### config.mk
export PLATFORM = sky130hd
export DESIGN_NAME = gpu_compositor_m
export DESIGN_NICKNAME = d
export VERILOG_FILES = /design/src/rtl/gpu_pkg.sv /design/src/rtl/video_timing_param_m.sv /design/src/rtl/gpu_compositor_m.sv
export SDC_FILE = /design/constraint.sdc
export NUM_CORES = 1
export LEC_CHECK = 0
export CAP_MARGIN = 20
export CORE_MARGIN = 2
export CORE_UTILIZATION = 44
export CTS_CLUSTER_SIZE = 20
export DETAILED_ROUTE_END_ITERATION = 10
export GPL_ROUTABILITY_DRIVEN = 0
export PLACE_DENSITY = 0.76
export REMOVE_ABC_BUFFERS = 1
export SLEW_MARGIN = 20
export SYNTH_ARGS = -nofsm -noshare
export SYNTH_HDL_FRONTEND = slang
export SYNTH_HIERARCHICAL = 1
export SYNTH_SLANG_ARGS = --single-unit
### constraint.sdc
create_clock -name clk -period 2.6 [get_ports clk]
set_input_delay 0.65 -clock clk [delete_from_list [all_inputs] [get_ports clk]]
set_output_delay 0.65 -clock clk [all_outputs]
set_load 0.02 [all_outputs]
### src/rtl/gpu_pkg.sv
// Shared definitions for the compositor output stage.
//   - config register addresses
//   - default raster timing and colour depth
//   - control word carried down the layer-latency delay line
//   - rgb packing helper for the default colour depth
package gpu_pkg;

    localparam logic [1:0] CFG_EN_MASK = 2'd0;   // layer enable shadow mask
    localparam logic [1:0] CFG_BG      = 2'd1;   // background colour
    localparam logic [1:0] CFG_IRQ_ACK = 2'd2;   // bit0=1 clears vblank irq

    localparam int DEF_COLOR_BITS = 2;

    localparam int DEF_H_VIS  = 640;
    localparam int DEF_H_FP   = 16;
    localparam int DEF_H_SYNC = 96;
    localparam int DEF_H_BP   = 48;
    localparam int DEF_V_VIS  = 480;
    localparam int DEF_V_FP   = 10;
    localparam int DEF_V_SYNC = 2;
    localparam int DEF_V_BP   = 33;

    // Raster qualifiers that must stay aligned with the returned layer pixels.
    typedef struct packed {
        logic drawing;
        logic hsync;
        logic vsync;
    } vid_ctl_t;

    function automatic logic [3*DEF_COLOR_BITS-1:0] pack_rgb(
        input logic [DEF_COLOR_BITS-1:0] r,
        input logic [DEF_COLOR_BITS-1:0] g,
        input logic [DEF_COLOR_BITS-1:0] b
    );
        return {r, g, b};
    endfunction

endpackage

### src/rtl/video_timing_param_m.sv
// Raster counters and timing decode.
//   clk, rst      pixel clock, async active-low reset
//   hcount/vcount raster position
//   hsync/vsync   active-low syncs decoded from the current position
//   visible       inside the active area
//   writable      vertical blanking (vcount >= V_VIS)
//   vblank_start  high on the last clock of the last visible line, i.e. the
//                 clock whose edge moves vcount to V_VIS
module video_timing_param_m
    import gpu_pkg::*;
#(
    parameter int H_VIS  = DEF_H_VIS,
    parameter int H_FP   = DEF_H_FP,
    parameter int H_SYNC = DEF_H_SYNC,
    parameter int H_BP   = DEF_H_BP,
    parameter int V_VIS  = DEF_V_VIS,
    parameter int V_FP   = DEF_V_FP,
    parameter int V_SYNC = DEF_V_SYNC,
    parameter int V_BP   = DEF_V_BP,
    localparam int H_TOT = H_VIS + H_FP + H_SYNC + H_BP,
    localparam int V_TOT = V_VIS + V_FP + V_SYNC + V_BP,
    localparam int HCW   = $clog2(H_TOT),
    localparam int VCW   = $clog2(V_TOT)
) (
    input  logic           clk,
    input  logic           rst,
    output logic [HCW-1:0] hcount,
    output logic [VCW-1:0] vcount,
    output logic           hsync,
    output logic           vsync,
    output logic           visible,
    output logic           writable,
    output logic           vblank_start
);

    logic h_last;
    assign h_last = (hcount == HCW'(H_TOT - 1));

    always_ff @(posedge clk or negedge rst) begin
        if (!rst) begin
            hcount <= '0;
            vcount <= '0;
        end else if (h_last) begin
            hcount <= '0;
            vcount <= (vcount == VCW'(V_TOT - 1)) ? '0 : vcount + VCW'(1);
        end else begin
            hcount <= hcount + HCW'(1);
        end
    end

    assign hsync = !((hcount >= HCW'(H_VIS + H_FP)) &&
                     (hcount <  HCW'(H_VIS + H_FP + H_SYNC)));
    assign vsync = !((vcount >= VCW'(V_VIS + V_FP)) &&
                     (vcount <  VCW'(V_VIS + V_FP + V_SYNC)));

    assign visible      = (hcount < HCW'(H_VIS)) && (vcount < VCW'(V_VIS));
    assign writable     = (vcount >= VCW'(V_VIS));
    assign vblank_start = h_last && (vcount == VCW'(V_VIS - 1));

endmodule

### src/rtl/gpu_compositor_m.sv
// GPU output stage: raster timing, playfield coordinates for the layer
// engines, priority compositing of the returned layer pixels, config regs,
// frame counter and sticky vblank interrupt.
//   clk, rst            pixel clock, async active-low reset
//   xp, yp              playfield coordinates to the layers
//   visible, writable   undelayed raster status
//   layer_rgb/valid     layer pixels, LAYER_LAT clocks after xp/yp
//   cfg_we/addr/wdata   config write port
//   r, g, b             registered composited pixel
//   hsync, vsync        active-low syncs aligned with r/g/b
//   frame_count         frames since reset
//   vblank_irq          sticky vblank interrupt
module gpu_compositor_m
    import gpu_pkg::*;
#(
    parameter int COLOR_BITS  = DEF_COLOR_BITS,
    parameter int NUM_LAYERS  = 2,
    parameter int LAYER_LAT   = 1,
    parameter int H_VIS       = DEF_H_VIS,
    parameter int H_FP        = DEF_H_FP,
    parameter int H_SYNC      = DEF_H_SYNC,
    parameter int H_BP        = DEF_H_BP,
    parameter int V_VIS       = DEF_V_VIS,
    parameter int V_FP        = DEF_V_FP,
    parameter int V_SYNC      = DEF_V_SYNC,
    parameter int V_BP        = DEF_V_BP,
    parameter int SCALE_SHIFT = 1,
    parameter int WIN_X0      = 32,
    parameter int WIN_W       = 256,
    parameter int WIN_H       = 240
) (
    input  logic                               clk,
    input  logic                               rst,
    output logic [7:0]                         xp,
    output logic [7:0]                         yp,
    output logic                               visible,
    output logic                               writable,
    input  logic [NUM_LAYERS*3*COLOR_BITS-1:0] layer_rgb,
    input  logic [NUM_LAYERS-1:0]              layer_valid,
    input  logic                               cfg_we,
    input  logic [1:0]                         cfg_addr,
    input  logic [7:0]                         cfg_wdata,
    output logic [COLOR_BITS-1:0]              r,
    output logic [COLOR_BITS-1:0]              g,
    output logic [COLOR_BITS-1:0]              b,
    output logic                               hsync,
    output logic                               vsync,
    output logic [15:0]                        frame_count,
    output logic                               vblank_irq
);

    localparam int H_TOT  = H_VIS + H_FP + H_SYNC + H_BP;
    localparam int V_TOT  = V_VIS + V_FP + V_SYNC + V_BP;
    localparam int HCW    = $clog2(H_TOT);
    localparam int VCW    = $clog2(V_TOT);
    localparam int PW     = 3 * COLOR_BITS;
    // Only eight mask bits exist; higher layers have no enable bit.
    localparam int MASK_W = (NUM_LAYERS < 8) ? NUM_LAYERS : 8;
    localparam vid_ctl_t CTL_IDLE = '{drawing: 1'b0, hsync: 1'b1, vsync: 1'b1};

    logic [HCW-1:0] hcount;
    logic [VCW-1:0] vcount;
    logic           hsync_raw, vsync_raw, vblank_start;

    video_timing_param_m #(
        .H_VIS(H_VIS), .H_FP(H_FP), .H_SYNC(H_SYNC), .H_BP(H_BP),
        .V_VIS(V_VIS), .V_FP(V_FP), .V_SYNC(V_SYNC), .V_BP(V_BP)
    ) u_timing (
        .clk          (clk),
        .rst          (rst),
        .hcount       (hcount),
        .vcount       (vcount),
        .hsync        (hsync_raw),
        .vsync        (vsync_raw),
        .visible      (visible),
        .writable     (writable),
        .vblank_start (vblank_start)
    );

    // ---- playfield coordinates -------------------------------------------
    // xp9 is modular: left of the window it wraps to >= 256 and so falls
    // outside the window by the same unsigned compare as the right side.
    logic [HCW-1:0] hs_scaled;
    logic [8:0]     xp9, yp9;
    logic           drawing;

    assign hs_scaled = hcount >> SCALE_SHIFT;
    assign xp9       = 9'(hs_scaled) - 9'(WIN_X0);
    assign yp9       = 9'(vcount >> SCALE_SHIFT);
    assign drawing   = visible && ({1'b0, xp9} < 10'(WIN_W)) && ({1'b0, yp9} < 10'(WIN_H));
    assign xp        = xp9[7:0];
    assign yp        = yp9[7:0];

    // ---- delay line matching the layer pipeline ---------------------------
    vid_ctl_t                 ctl_now;
    vid_ctl_t [LAYER_LAT:1]   ctl_pipe;

    assign ctl_now = '{drawing: drawing, hsync: hsync_raw, vsync: vsync_raw};

    always_ff @(posedge clk or negedge rst) begin
        if (!rst) begin
            for (int j = 1; j <= LAYER_LAT; j++) ctl_pipe[j] <= CTL_IDLE;
        end else begin
            ctl_pipe[1] <= ctl_now;
            for (int j = LAYER_LAT; j > 1; j--) ctl_pipe[j] <= ctl_pipe[j-1];
        end
    end

    // ---- config registers ---------------------------------------------
    logic [MASK_W-1:0] shadow_en, active_en;
    logic [PW-1:0]     bg_q;
    logic              en_wr, bg_wr, ack_wr;

    assign en_wr  = cfg_we && (cfg_addr == CFG_EN_MASK);
    assign bg_wr  = cfg_we && (cfg_addr == CFG_BG);
    assign ack_wr = cfg_we && (cfg_addr == CFG_IRQ_ACK) && cfg_wdata[0];

    always_ff @(posedge clk or negedge rst) begin
        if (!rst) begin
            shadow_en <= '1;
            active_en <= '1;
            bg_q      <= '0;
        end else begin
            if (en_wr) shadow_en <= cfg_wdata[MASK_W-1:0];
            if (bg_wr) bg_q      <= PW'(cfg_wdata);
            // A mask write landing on the commit clock bypasses the shadow.
            if (vblank_start)
                active_en <= en_wr ? cfg_wdata[MASK_W-1:0] : shadow_en;
        end
    end

    // ---- frame counter / irq --------------------------------------------
    always_ff @(posedge clk or negedge rst) begin
        if (!rst) begin
            frame_count <= '0;
            vblank_irq  <= 1'b0;
        end else begin
            if (vblank_start) frame_count <= frame_count + 16'd1;
            if (vblank_start)  vblank_irq <= 1'b1;   // set beats ack
            else if (ack_wr)   vblank_irq <= 1'b0;
        end
    end

    // ---- priority mux ---------------------------------------------------
    logic [NUM_LAYERS-1:0] lane_en;

    for (genvar gi = 0; gi < NUM_LAYERS; gi++) begin : g_lane_en
        if (gi < MASK_W) begin : g_masked
            assign lane_en[gi] = active_en[gi];
        end else begin : g_always
            assign lane_en[gi] = 1'b1;
        end
    end

    logic [PW-1:0] pix_sel, pix_q;

    // Walk from lowest to highest priority so layer 0 wins last.
    always_comb begin
        pix_sel = bg_q;
        for (int i = NUM_LAYERS - 1; i >= 0; i--) begin
            if (layer_valid[i] && lane_en[i]) pix_sel = layer_rgb[i*PW +: PW];
        end
    end

    always_ff @(posedge clk or negedge rst) begin
        if (!rst) begin
            pix_q <= '0;
            hsync <= 1'b1;
            vsync <= 1'b1;
        end else begin
            pix_q <= ctl_pipe[LAYER_LAT].drawing ? pix_sel : '0;
            hsync <= ctl_pipe[LAYER_LAT].hsync;
            vsync <= ctl_pipe[LAYER_LAT].vsync;
        end
    end

    assign {r, g, b} = pix_q;

endmodule

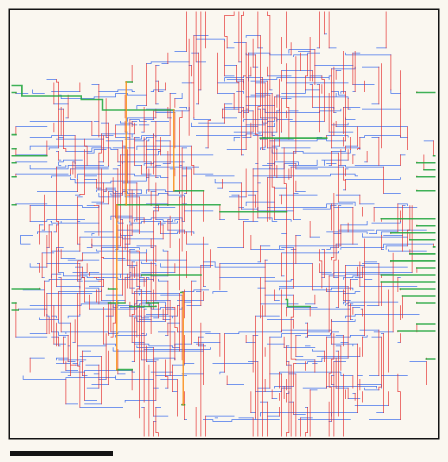
run_1/wires.png
The bar under the picture is 20 µm long.
Orange stands for metal 4, wire length 93.2 µm. Green stands for metal 3, wire length 249 µm. Blue stands for metal 1, wire length 2610 µm. Red stands for metal 2, wire length 2880 µm.

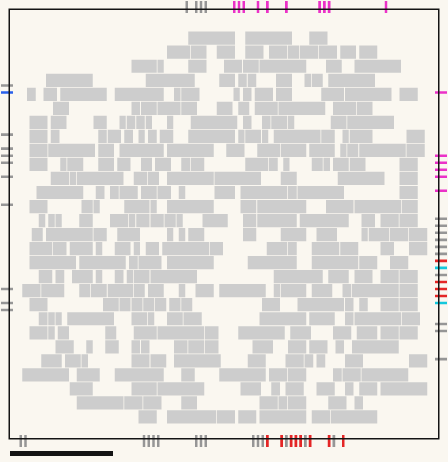
run_1/io_placement.png
The bar under the picture is 20 µm long. Pins as bars across the die edge, other pins in gray.
Magenta stands for frame_count, pins 16, direction output, edge 10 top, 6 right. Blue stands for rst, pins 1, direction input, edge left. Cyan stands for b, pins 2, direction output, edge right. Red stands for layer_rgb, pins 12, direction input, edge 8 bottom, 4 right.
All pins by edge: 23 bottom, 22 right, 14 top, 11 left.

==> flow_summary.json, run 1 <==
{
  "worst_slack_ns": 0.150,
  "switchingPower_uw": 406,
  "ff_type": "dfrtp_1",
  "status": "completed",
  "crit_arrival_ns": 1.80,
  "m1WireLength_um": 2610,
  "portBuffers": 67,
  "worstSkewPairLatency_ns": 0.34,
  "num-nets-final": 363,
  "path_class": "register to primary output",
  "antenna_found_initial": 0,
  "r2r_start": "u_timing/hcount[1]$_DFF_PN0_",
  "worstPathRequired_ns": 1.95,
  "hold_depth": 0,
  "grt_use_total": 0.175,
  "post-cts-setup-buffer-count": 0,
  "dieArea_um2": 6890,
  "common_cells": "50 x dfrtp_1, 18 x nand2_1, 14 x xor2_1",
  "hold_end": "hsync$_DFF_PN1_",
  "die_w_um": 83.0,
  "log.warning_count": 32,
  "power.density_nw_per_um2": 461,
  "yosysTopAreaCell": "dfrtp_1",
  "yosysMostFrequentCell": "dfrtp_1",
  "post-route-min-period_ns": 2.45,
  "busiest_layer": "met2",
  "startpoint_type": "register",
  "fmaxAchievable_ghz": 0.408,
  "dr.pass1.iters": 4,
  "path_max_fanout": 4,
  "clockBufferDepth": 2,
  "powerComb_uw": 98.9,
  "reg2reg_depth": 9,
  "yosysWarnings": 6,
  "synth-seq-cells": 58,
  "drt_iter0_markers": 47,
  "wl_per_cell_um": 14.3,
  "highest_layer": "met4",
  "gr-usage-met3": 0.0437,
  "worst_slew_pin_slew_ns": 0.738,
  "powerSeq_uw": 941,
  "slew_viol_final": 0,
  "grt_pass1_wl_um": 9830,
  "root_buffer": "clkbuf_8",
  "critPathCaptureType": "primary output",
  "grt_start_max_net_pins": 59,
  "p_clk_frac": 0.410,
  "grt-ovfl-total": 0,
  "setup_violations": 0,
  "top_power_group": "sequential cells",
  "hold_viol": 0,
  "final_core_util": 0.638,
  "postSynth.asyncResetShare": 1.00,
  "synth_area_um2": 2750,
  "route.met3.wl_um": 249,
  "yosys_area_um2": 2750,
  "use_met1": 0.217,
  "via_per_inst": 5.24,
  "layout_top_cell": "clkdlybuf4s50_1",
  "gr-usage-met2": 0.287,
  "crit_start": "u_timing/vcount[8]$_DFFE_PN0N_",
  "path_clk_slew_ns": 0.06,
  "rsz0062_at_grt": "true",
  "fp_util": 0.458,
  "grt_pass1_vias": 2106,
  "edf_count": 0,
  "drv_cap": 0,
  "cts_sinks": 58,
  "ir_drop_v": 0.000272,
  "sw_frac_of_total": 0.231,
  "dp_hpwl_um": 4040,
  "area_leaders": "dfrtp_1 46%, dfstp_2 7.7%, xor2_1 4.5%",
  "cts_tree": "yes",
  "lay_top_cells": "63 x clkdlybuf4s50_1, 50 x dfrtp_1, 19 x buf_4, 18 x nand2_1, 14 x xor2_1",
  "wl_um": 5830,
  "drive_gt1_frac": 0.207,
  "p_int_mw": 1.35,
  "layout.area.seq_um2": 1460,
  "ant_nets": 0,
  "synthesis.area_per_instance_um2": 11.6,
  "hold_class": "register to register",
  "finalCritPeriodShare": 0.942,
  "crit_end": "writable",
  "mi_logic_area_um2": 1250,
  "post-place-ws_ns": 0.0369,
  "min_from": "ctl_pipe[1]$_DFF_PN1_",
  "yosysSeqAreaShare": 0.532,
  "fin_skew_ns": 0.0118,
  "syn_inst": 237,
  "worst_r2r_endpoint": "frame_count[5]$_DFFE_PN0P_",
  "max_slew_margin": 0.508,
  "htreeDepth": 3,
  "diodes": 0,
  "yosysCellCount": 237,
  "top_cell_area_share": 0.456,
  "leakagePower_nw": 1.72,
  "areaGrowthSynthToFinish_pct": 39.2,
  "p_comb_frac": 0.056,
  "fp.dieH_um": 83.0,
  "remaining_drc_errors": 0,
  "vias": 2142,
  "r2r_slack_ns": 0.18,
  "powerClk_uw": 721,
  "io_pins": 70,
  "holdBufCountCts": 0,
  "ys_types": 46,
  "dr_wl_met2_um": 2880,
  "cts_buffers": 9,
  "seqPwrFrac": 0.534,
  "cts_resized": 2,
  "placementRows": 28
}
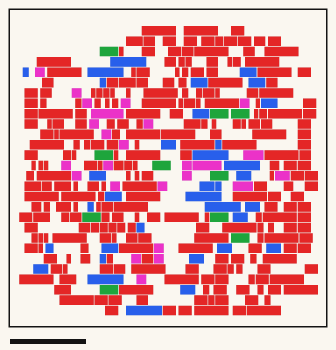
run_1/sizes.png
The bar under the picture is 20 µm long.
Green stands for _6 and larger, cells 10. Blue stands for _2 cells, cells 34. Magenta stands for _3 and _4 cells, cells 25. Red stands for _0 and _1 cells, cells 265.

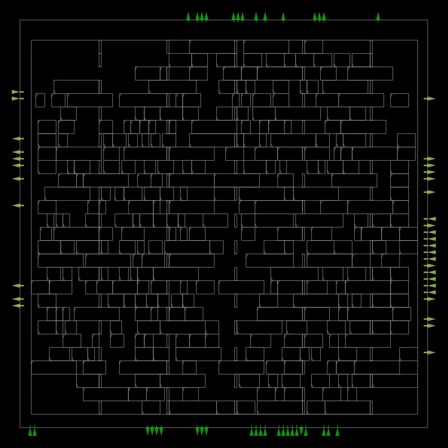
run_1/placement.png
core footprint: 5990 µm²
Seq/total area: 0.382
fillers: 487
Finished Layout Cells: 409

==> run 1: stage by stage <==
stage / TNS, ns / std cells / area, µm² / power [mW] / hold WS [ns]
after floorplan: -3.19 / 232 / 2720 / 0.993 / 0.345
after global placement: 0 / 391 / 3600 / 1.05 / 0.347
after detailed placement: 0 / 391 / 3600 / 1.06 / 0.348
after CTS: 0 / 407 / 3770 / 1.78 / 0.357
after global routing: -0.0448 / 409 / 3820 / 1.84 / 0.362
final: 0 / 409 / 3820 / 1.76 / 0.357
==> run 1: worst max-delay path: stages, from the launching register on <==
cell,delay (ns)
dfrtp_1,0.37
and4_1,0.25
or2_2,0.30
clkdlybuf4s50_1,0.55
==> run 1: registers in the layout (all words and copies together), names as in the netlist <==
signal and cells:
u_timing/hcount 10, active_en 2, bg_q 6, pix_q 6, ctl_pipe 3, u_timing/vcount 10
hsync 1, vblank_irq 1, frame_count 16, vsync 1, shadow_en 2
==> run 1: logic make-up (layout without fill, tap and decap cells) <==
| kind of cell | count (synthesis) | after routing | share of synthesized area |
|---|---|---|---|
| AND-OR/OR-AND | 25 | 25 | 0.0561 |
| XOR/XNOR | 27 | 27 | 0.0861 |
| adder cells (fa/ha/maj) | 7 | 7 | 0.0319 |
| buffers and inverters | 16 | 113 | 0.0255 |
| flip-flops | 58 | 58 | 0.532 |
| multiplexers | 19 | 19 | 0.0779 |
| AND/OR/NAND/NOR | 85 | 85 | 0.190 |
==> run 1: area by class of cell <==
class / count / area share
Inverter: 11 / 0.0108
Timing Repair Buffer: 86 / 0.211
Clock inverter: 6 / 0.00851
Tap cell: 75 / 0.0245
Sequential cell: 58 / 0.382
Multi-Input combinational cell: 163 / 0.326
Clock buffer: 10 / 0.0360
==> inputs of run 2 (changes only) <==
--- a/config.mk
+++ b/config.mk
@@ -6,6 +6,7 @@
 export NUM_CORES = 1
 export LEC_CHECK = 0
 export CAP_MARGIN = 20
+export CORE_ASPECT_RATIO = 2
 export CORE_MARGIN = 2
 export CORE_UTILIZATION = 44
 export CTS_CLUSTER_SIZE = 20
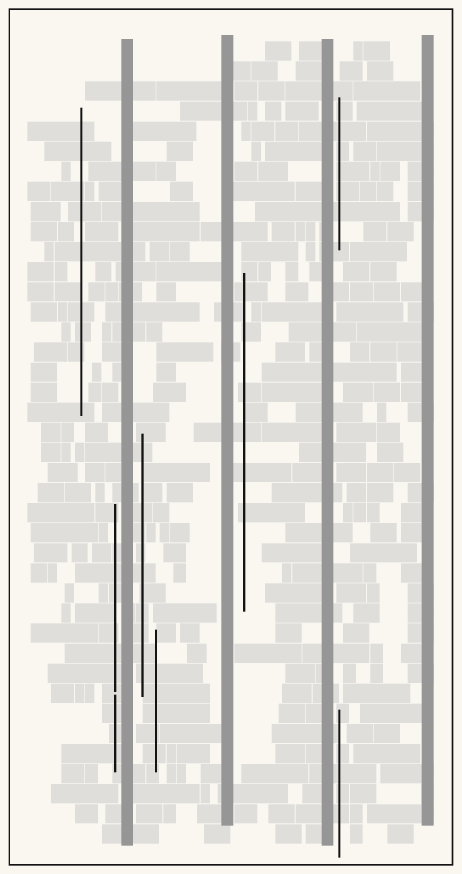
run_2/layer_met4.png
Supply wires on this layer in gray.
6 nets have wire on it. The layer holds 3.5% of the routed length.

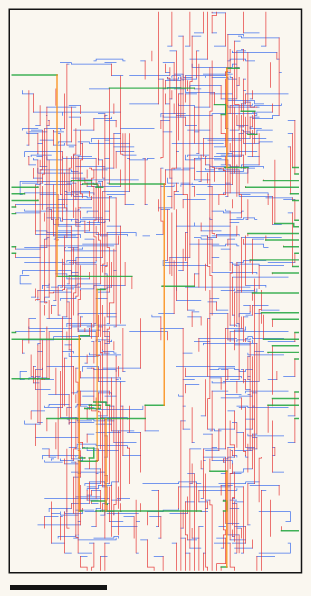
run_2/wires.png
The bar under the picture is 20 µm long.
Orange stands for metal 4, wire length 217 µm. Red stands for metal 2, wire length 3460 µm. Blue stands for metal 1, wire length 2260 µm. Green stands for metal 3, wire length 330 µm.

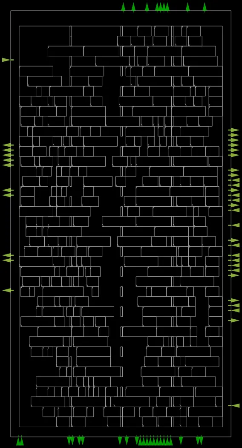
run_2/placement.png
Seq/total area: 0.369
core footprint: 6010 µm²

==> run 2 against run 1 <==
Non-clock buffer count is the same. Cell area up 3.7%. Via count increased by 2.4%. Die area grew 0.56%. Combinational power barely moved. Largest power group is now the clock network.
==> flow_summary.json, run 2 <==
{
  "design_area_um2": 3970,
  "synthesis.area_per_instance_um2": 11.6,
  "grt_start_max_net_pins": 59,
  "p_comb_frac": 0.047,
  "slowest_delay_ns": 0.54,
  "die_w_um": 59.9,
  "ys_types": 46,
  "r2r_start": "u_timing/hcount[1]$_DFF_PN0_",
  "clockBufferDepth": 2,
  "max_slew_margin": 0.643,
  "p_clk_frac": 0.519,
  "critPathCaptureType": "primary output",
  "cp_num_cells": 3,
  "crit_arrival_ns": 1.81,
  "portBuffers": 67,
  "grt-ovfl-total": 0,
  "gr-usage-met2": 0.356,
  "synth_area_um2": 2750,
  "edf_count": 0,
  "critPathTopFamily": "simple AND/OR/NAND/NOR gates",
  "r2r_slack_ns": 0.29,
  "use_met1": 0.194,
  "yosysWarnings": 6,
  "dpl.cell_count": 380,
  "htreeDepth": 3,
  "post-place-ws_ns": 0.132,
  "crit_start": "u_timing/vcount[8]$_DFFE_PN0N_",
  "fmaxAchievable_ghz": 0.407,
  "gr-usage-met3": 0.0558,
  "syn_inst": 237,
  "sw_frac_of_total": 0.193,
  "ir_drop_v": 0.000505,
  "worst_slack_ns": 0.145,
  "remaining_drc_errors": 0,
  "grt_pass1_vias": 2255,
  "worst_slew_pin_slew_ns": 0.532,
  "post-route-min-period_ns": 2.46,
  "hold_viol": 0,
  "ant_nets": 0,
  "reg_top3": "frame_count: 16 flops, u_timing/hcount: 10 flops, u_timing/vcount: 10 flops",
  "fin_skew_ns": 0.00483,
  "io_pins": 70,
  "hold_class": "input port to asynchronous set/reset pin",
  "path_max_fanout": 4,
  "via_per_inst": 5.54,
  "seqPwrFrac": 0.434,
  "path_class": "register to primary output",
  "finalCritPeriodShare": 0.944,
  "power.density_nw_per_um2": 548,
  "diodes": 0,
  "switchingPower_uw": 420,
  "fp_util": 0.457,
  "areaGrowthSynthToFinish_pct": 44.4,
  "area_leaders": "dfrtp_1 46%, dfstp_2 7.7%, xor2_1 4.5%",
  "cp_slowest_cell": "clkdlybuf4s50_1",
  "wl_per_cell_um": 15.8,
  "path_cells": "and4_1, or2_2, clkdlybuf4s50_1",
  "placementRows": 40,
  "placed_area_um2": 3610,
  "antenna_found_initial": 0,
  "dp_hpwl_um": 4470,
  "layout_top_cell": "clkdlybuf4s50_1",
  "cts_tree": "yes",
  "reg2reg_depth": 8,
  "drt_iter0_markers": 111,
  "worstSkewPairLatency_ns": 0.32,
  "drv_cap": 0,
  "slew_viol_final": 0,
  "worstPathRequired_ns": 1.95,
  "p_int_mw": 1.75,
  "wl_um": 6270,
  "postSynth.asyncResetShare": 1.00,
  "path_buffers": 1,
  "grt_use_total": 0.198,
  "ff_type": "dfrtp_1",
  "common_cells": "50 x dfrtp_1, 18 x nand2_1, 14 x xor2_1",
  "dr.pass1.iters": 4,
  "largest_reg_flops": 16,
  "busiest_layer": "met2",
  "cts_buffers": 9,
  "fp.dieH_um": 116,
  "leakagePower_nw": 1.81,
  "log.warning_count": 31,
  "status": "completed",
  "top_cell_area_share": 0.456,
  "holdBufCountCts": 0,
  "root_buffer": "clkbuf_16",
  "cts_sinks": 58,
  "stdcell_count": 396,
  "largest_register": "frame_count",
  "path_clk_slew_ns": 0.05,
  "lay_top_cells": "63 x clkdlybuf4s50_1, 50 x dfrtp_1, 18 x nand2_1, 17 x buf_4, 14 x xor2_1",
  "startpoint_type": "register",
  "num-nets-final": 363,
  "yosysMostFrequentCell": "dfrtp_1",
  "dieArea_um2": 6920,
  "yosysTopAreaCell": "dfrtp_1",
  "setup_violations": 0,
  "vias": 2194,
  "yosysSeqAreaShare": 0.532,
  "synth-seq-cells": 58,
  "worst_r2r_endpoint": "frame_count[12]$_DFFE_PN0P_",
  "drive_gt1_frac": 0.201,
  "grt_pass1_wl_um": 10100,
  "rsz0062_at_grt": "false",
  "n_fill_cell": 464,
  "yosysCellCount": 237,
  "yosys_area_um2": 2750,
  "finalSetupTns_ns": 0
}
## run 2: stage by stage
step	power, mW	util	hold WS, ns
final	2.17	0.660	0.322
after global routing	2.25	0.660	0.337
after CTS	2.20	0.648	0.331
after detailed placement	1.06	0.601	0.347
after global placement	1.06	0.601	0.346
after floorplan	0.993	-	0.345
## run 2: worst max path at each step
stage / endpoint
floorplan: frame_count[13]$_DFFE_PN0P_
global placement: frame_count[15]$_DFFE_PN0P_
detailed placement: frame_count[15]$_DFFE_PN0P_
CTS: xp[6]
global route: frame_count[13]$_DFFE_PN0P_
finish: writable
## run 2: cell type report
cell class	count	area [µm²]	share of cell area
sequential	58	1460	0.369
clock buffer	12	246	0.0622
inverter	11	41.3	0.0104
tap	63	78.8	0.0199
clock inverter	3	40.0	0.0101
timing repair buffer	86	825	0.208
multi-input combinational	163	1270	0.321
## run 2: cells by family after synthesis
kind of cell | after synthesis | synth area share
buffers and inverters | 16 | 0.0255
AOI/OAI and AO/OA | 25 | 0.0561
and+or+nand+nor | 85 | 0.190
adders and majority gates | 7 | 0.0319
DFF | 58 | 0.532
xor gates and xnor gates | 27 | 0.0861
muxes | 19 | 0.0779
## run 2: power groups by stage
stage               Clock (mW)  Sequential [mW]  Combinational, mW
finish                    1.13            0.944              0.102
floorplan                    0            0.954             0.0392
global placement             0            0.956              0.101
detailed placement           0            0.958              0.103
global route              1.19            0.945              0.113
CTS                       1.15            0.943              0.105
## run 2: repair_timing
action,in CTS,in global routing
setup buffers,0,1
setup endpoints to repair,2,8
pin swaps,0,2
gates resized,2,11
## run 2: layer usage
layer,share of wire,routed length (µm),vias to the layer above
met3,0.052,329,18
li1,-,-,1029
met4,0.034,216,0
met5,0,0,-
met1,0.36,2260,1066
met2,0.55,3460,81
Power and IR drop assume default switching activity.
